power_grid.png
The bar under the picture is 20 µm long. Pins as bars on the die edge. Tap cells in gray.
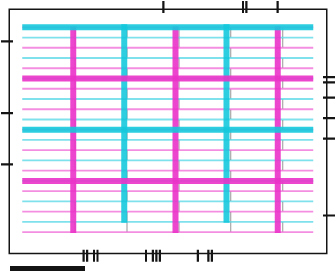
placement_by_type.png
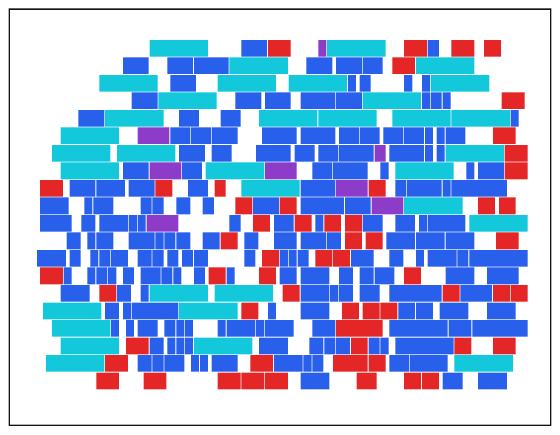
clk_routes.png
The bar under the picture is 20 µm long.
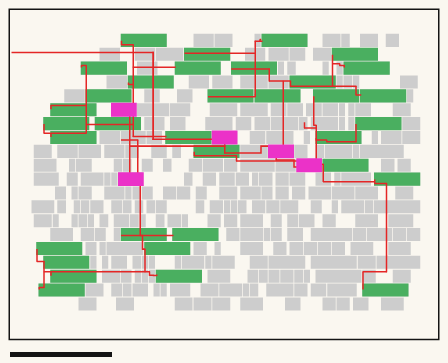
wires.png
The bar under the picture is 20 µm long. Two of the layers only.
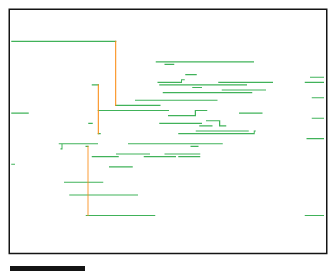
--- src/rtl/stack_pkg.sv ---
// Shared types and helpers for the parametrised LIFO stack.
// Optional feature macro used by the stack files: STACK_HWM_EN (high-water mark).
package stack_pkg;

  typedef enum logic [1:0] {
    CMD_NOP  = 2'b00,
    CMD_PUSH = 2'b01,
    CMD_POP  = 2'b10,
    CMD_GET  = 2'b11
  } cmd_t;

  // Pointer arithmetic modulo depth; caller keeps ptr < depth and k < depth,
  // so a single conditional subtract replaces a true modulo.
  function automatic int unsigned ptr_add(input int unsigned ptr,
                                          input int unsigned k,
                                          input int unsigned depth);
    int unsigned s;
    s = ptr + k;
    if (s >= depth) s = s - depth;
    return s;
  endfunction

endpackage

--- src/rtl/stack_ptr_ctl.sv ---
// Stack pointer/occupancy control: top pointer, COUNT, EMPTY/FULL,
// error pulses and read/write address generation.
// Optional: STACK_HWM_EN adds a high-water-mark register.
module stack_ptr_ctl
  import stack_pkg::*;
#(
  parameter  int unsigned DEPTH = 5,
  parameter  bit          WRAP  = 1'b1,
  localparam int unsigned IW    = $clog2(DEPTH),
  localparam int unsigned CW    = $clog2(DEPTH + 1)
) (
  input  logic          clk,
  input  logic          rst_n,
  input  cmd_t          cmd,
  input  logic [IW-1:0] index,
  output logic [IW-1:0] wr_addr,
  output logic          wr_en,
  output logic [IW-1:0] rd_addr,
  output logic          rd_en,
  output logic [CW-1:0] count,
  output logic          empty,
  output logic          full,
  output logic          err_ovf,
  output logic          err_unf,
  output logic          err_idx
`ifdef STACK_HWM_EN
  ,
  output logic [CW-1:0] hwm
`endif
);

  localparam logic [CW-1:0] DEPTH_C = CW'(DEPTH);
  localparam int unsigned   TOP_K   = DEPTH - 1;

  logic [IW-1:0] tp, tp_n;
  logic [CW-1:0] count_n;
  logic          ovf_n, unf_n, idx_n;

  assign wr_addr = tp;
  assign empty   = (count == '0);
  assign full    = (count == DEPTH_C);

  // Decode the command into next pointer/count, memory strobes and error pulses
  always_comb begin
    tp_n    = tp;
    count_n = count;
    wr_en   = 1'b0;
    rd_en   = 1'b0;
    rd_addr = '0;
    ovf_n   = 1'b0;
    unf_n   = 1'b0;
    idx_n   = 1'b0;
    case (cmd)
      CMD_PUSH: begin
        if (!full) begin
          wr_en   = 1'b1;
          tp_n    = IW'(ptr_add(32'(tp), 1, DEPTH));
          count_n = count + CW'(1);
        end else begin
          ovf_n = 1'b1;
          if (WRAP) begin
            wr_en = 1'b1;
            tp_n  = IW'(ptr_add(32'(tp), 1, DEPTH));
          end
        end
      end
      CMD_POP: begin
        if (!empty) begin
          rd_en   = 1'b1;
          rd_addr = IW'(ptr_add(32'(tp), TOP_K, DEPTH));
          tp_n    = rd_addr;
          count_n = count - CW'(1);
        end else begin
          unf_n = 1'b1;
        end
      end
      CMD_GET: begin
        // index < count implies index < DEPTH, so TOP_K - index never underflows
        if (32'(index) < 32'(count)) begin
          rd_en   = 1'b1;
          rd_addr = IW'(ptr_add(32'(tp), TOP_K - 32'(index), DEPTH));
        end else begin
          idx_n = 1'b1;
        end
      end
      default: ;
    endcase
  end

  // Pointer, occupancy and error-pulse registers
  always_ff @(posedge clk or negedge rst_n) begin
    if (!rst_n) begin
      tp      <= '0;
      count   <= '0;
      err_ovf <= 1'b0;
      err_unf <= 1'b0;
      err_idx <= 1'b0;
    end else begin
      tp      <= tp_n;
      count   <= count_n;
      err_ovf <= ovf_n;
      err_unf <= unf_n;
      err_idx <= idx_n;
    end
  end

`ifdef STACK_HWM_EN
  // High-water mark tracks the post-edge COUNT; bounded by DEPTH through COUNT
  always_ff @(posedge clk or negedge rst_n) begin
    if (!rst_n) begin
      hwm <= '0;
    end else if (count_n > hwm) begin
      hwm <= count_n;
    end
  end
`endif

endmodule

--- src/rtl/stack_param.sv ---
// Parametrised LIFO stack (WIDTH x DEPTH), circular or saturating when full.
// Holds the storage array and the registered read path.
// Optional: STACK_HWM_EN exposes the HWM high-water-mark port.
module stack_param
  import stack_pkg::*;
#(
  parameter  int unsigned WIDTH = 4,
  parameter  int unsigned DEPTH = 5,
  parameter  bit          WRAP  = 1'b1,
  localparam int unsigned IW    = $clog2(DEPTH),
  localparam int unsigned CW    = $clog2(DEPTH + 1)
) (
  input  logic             CLK,
  input  logic             RESET_N,
  input  logic [1:0]       COMMAND,
  input  logic [IW-1:0]    INDEX,
  input  logic [WIDTH-1:0] DATA_IN,
  output logic [WIDTH-1:0] DATA_OUT,
  output logic             OUT_VALID,
  output logic [CW-1:0]    COUNT,
  output logic             EMPTY,
  output logic             FULL,
  output logic             ERR_OVF,
  output logic             ERR_UNF,
  output logic             ERR_IDX
`ifdef STACK_HWM_EN
  ,
  output logic [CW-1:0]    HWM
`endif
);

  logic [WIDTH-1:0] mem [DEPTH];
  logic [IW-1:0]    wr_addr, rd_addr;
  logic             wr_en, rd_en;

  stack_ptr_ctl #(
    .DEPTH (DEPTH),
    .WRAP  (WRAP)
  ) u_ctl (
    .clk     (CLK),
    .rst_n   (RESET_N),
    .cmd     (cmd_t'(COMMAND)),
    .index   (INDEX),
    .wr_addr (wr_addr),
    .wr_en   (wr_en),
    .rd_addr (rd_addr),
    .rd_en   (rd_en),
    .count   (COUNT),
    .empty   (EMPTY),
    .full    (FULL),
    .err_ovf (ERR_OVF),
    .err_unf (ERR_UNF),
    .err_idx (ERR_IDX)
`ifdef STACK_HWM_EN
    ,
    .hwm     (HWM)
`endif
  );

  // Storage array, cleared on reset
  always_ff @(posedge CLK or negedge RESET_N) begin
    if (!RESET_N) begin
      for (int unsigned i = 0; i < DEPTH; i++) mem[i] <= '0;
    end else if (wr_en) begin
      mem[wr_addr] <= DATA_IN;
    end
  end

  // Registered read path; DATA_OUT holds whenever no read is performed
  always_ff @(posedge CLK or negedge RESET_N) begin
    if (!RESET_N) begin
      DATA_OUT  <= '0;
      OUT_VALID <= 1'b0;
    end else begin
      OUT_VALID <= rd_en;
      if (rd_en) DATA_OUT <= mem[rd_addr];
    end
  end

endmodule

--- config.mk ---
export PLATFORM = sky130hd
export DESIGN_NAME = stack_param
export DESIGN_NICKNAME = d
export VERILOG_FILES = /design/src/rtl/stack_pkg.sv /design/src/rtl/stack_ptr_ctl.sv /design/src/rtl/stack_param.sv
export SDC_FILE = /design/constraint.sdc
export NUM_CORES = 1
export LEC_CHECK = 0
export CAP_MARGIN = 5
export CORE_ASPECT_RATIO = 0.75
export CORE_MARGIN = 3
export CORE_UTILIZATION = 52
export DETAILED_ROUTE_END_ITERATION = 6
export GPL_TIMING_DRIVEN = 1
export HOLD_SLACK_MARGIN = 0.02
export PLACE_DENSITY = 0.77
export SLEW_MARGIN = 20
export SYNTH_ARGS = -nofsm -noshare
export SYNTH_HDL_FRONTEND = slang
export SYNTH_SLANG_ARGS = --single-unit
export TNS_END_PERCENT = 50
--- constraint.sdc ---
create_clock -name CLK -period 2.91 [get_ports CLK]
set_input_delay 0.582 -clock CLK [delete_from_list [all_inputs] [get_ports CLK]]
set_output_delay 0.582 -clock CLK [all_outputs]
set_load 0.03 [all_outputs]
==> notes.md <==
run results: status=finished, violations left, failing checks=negative setup slack, biggest regs=mem (20), DATA_OUT (4), Post-synth seq share=35.94%, maximum clock rate=306.0 MHz, GR Util All Layers=23.70%, fp_density=56.31%, max_cap viols=0, Slew @ Worst Pin=1.030 ns, Main synth FF type=dfrtp_1, area delta synth->final=33.93%, DRC=0, Die Ht=64.43 µm, yosys cell count=234, final std cells w/o fill=348, # rows=20, fill cell count=296, Worst Setup End Kind=flip-flop, most common cell in the netlist=dfrtp_1, proportion of layout cells with a drive suffix above 1=31.74%, drt initial violations=275, number of enable flip-flop cells=0, CTS root buf=clkbuf_8, YS warnings=0, Top cell area share=35.94%, pwr dens=998.8 nW/µm², Slew headroom=30.83%, CTS buffer count=5, #FFs+latches synth=34, R2R cell count=12, DP Wirelength=4252 µm, xor+xnor area frac=2.590%, post-layout period usage=112.3%, Final GP Congestion=0.9053, crit-path max FO=8, Cells after Synth=234, core area=4204 µm², Inst Count DP=332, critical path class=in2reg, Main area contributors=dfrtp_1, ha_1, mux2_2, port buffer count=23, unrepaired setup endpoints after global routing=true, element type at the critical path start=primary input, top cells by count=dfrtp_1, ha_1, inv_1, Final setup viols=4, Placed Area=2865 µm², cell type with the largest total area=dfrtp_1, Critical Path AT=3.42 ns, fin. max-slew vios=0, setup ws final=-0.3585 ns, hold_sp=mem[17]$_DFFE_PN0P_, post-synth cell types=48, area fraction in mux cells=7.611%, async set-reset flop share out of synthesis=100.0%, Post-Syn Area=2367 µm², number of flip-flops under the largest register name=20, Clock Sinks=34, fin nets=328, Critical Path RT=3.06 ns, routed len/inst=17.49 µm, final hold viol count=0, Hold Slack=0.5129 ns, Post-CTS Hold Buffers=0, CTS tree=done, Ant. Diodes=0, Worst-Skew Late Latency=0.28 ns, CTS H-tree depth=2, number of global-route vias before repair=1962, Setup TNS Final=-1.251 ns, Clock Pin Slew Worst Setup and Hold Paths=0.08 ns, crit path launch=INDEX[0], detail-routed via count per cell=5.897, routed via count=2052, Pleak=1.427 nW, chip area line of the yosys report=2367 µm²
Back to the opening pictures, power_grid.png:
[magenta] VSS
[cyan] VDD
met4 straps: 5
signal pins: 24
met1 rails: 21
tap cells: 55

Back to the opening pictures, placement_by_type.png:
[red] other buffers and delay cells | cells: 58
[blue] combinational and other logic | cells: 193
[cyan] flops | cells: 34
[purple] clock drivers and dummy loads | cells: 8

Back to the opening pictures, clk_routes.png:
[magenta] clock drivers | count: 5
[green] flip-flops | count: 34
[red] clock wires | length: 462 µm
routed clock nets: 6

Back to the opening pictures, wires.png:
[orange] metal 4 | wire length: 48.3 µm
[green] metal 3 | wire length: 426 µm

final cells by class:
| type | count | area share (%) |
|---|---|---|
| clock inverter | 1 | 0.1579 |
| inverter | 20 | 2.920 |
| multi-input combinational | 173 | 49.29 |
| clock buffer | 7 | 2.723 |
| timing repair buffer | 58 | 15.90 |
| sequential | 34 | 26.84 |
| tap | 55 | 2.170 |
repair_timing:
item | CTS | global route
gates resized | 33 | 7
pin swaps | 28 | 7
buffers inserted | 4 | 3
cloned | 1 | 0
endpoints found under the setup margin | 4 | 4
where the power goes:
part           leakage (nW)  total (W)  internal, W  switching (W)
registers             0.416   0.000831     0.000691       0.000141
clock network        0.0482   0.000366     0.000191       0.000175
logic                 0.962    0.00197     0.000930        0.00104
worst max-delay path: stages:
cell and delay, ns:
buf_8 0.10, buf_4 0.13, ha_1 0.23, fa_2 0.35
a21o_1 0.23, nand2_1 0.09, ha_1 0.23, and4b_1 0.24
and3_4 0.21, buf_4 0.13, and4_4 0.17, o31a_1 0.33
o2111ai_2 0.23, o2111ai_1 0.15
layer usage:
| layer | vias to the layer above | track usage, % | part of all wire [%] |
|---|---|---|---|
| met1 | 983 | 35.49 | 48 |
| li1 | 985 | - | - |
| met5 | - | 0 | 0 |
| met4 | 0 | 4.418 | 0.79 |
| met3 | 7 | 5.591 | 7.0 |
| met2 | 77 | 35.22 | 44 |
metrics by stage:
| step | power [W] | setup slack, ns | util (%) |
|---|---|---|---|
| 2_1_floorplan | 0.001964 | -0.2303 | - |
| 3_3_place_gp | 0.002501 | -1.084 | 68.15 |
| 3_5_place_dp | 0.002553 | -1.204 | 68.15 |
| 4_1_cts | 0.003037 | -0.1674 | 74.02 |
| 5_1_grt | 0.003394 | -0.4398 | 75.42 |
| 6_report | 0.003167 | -0.3585 | 75.42 |
Power figures rest on the tool's default switching activity, not on a simulated workload.
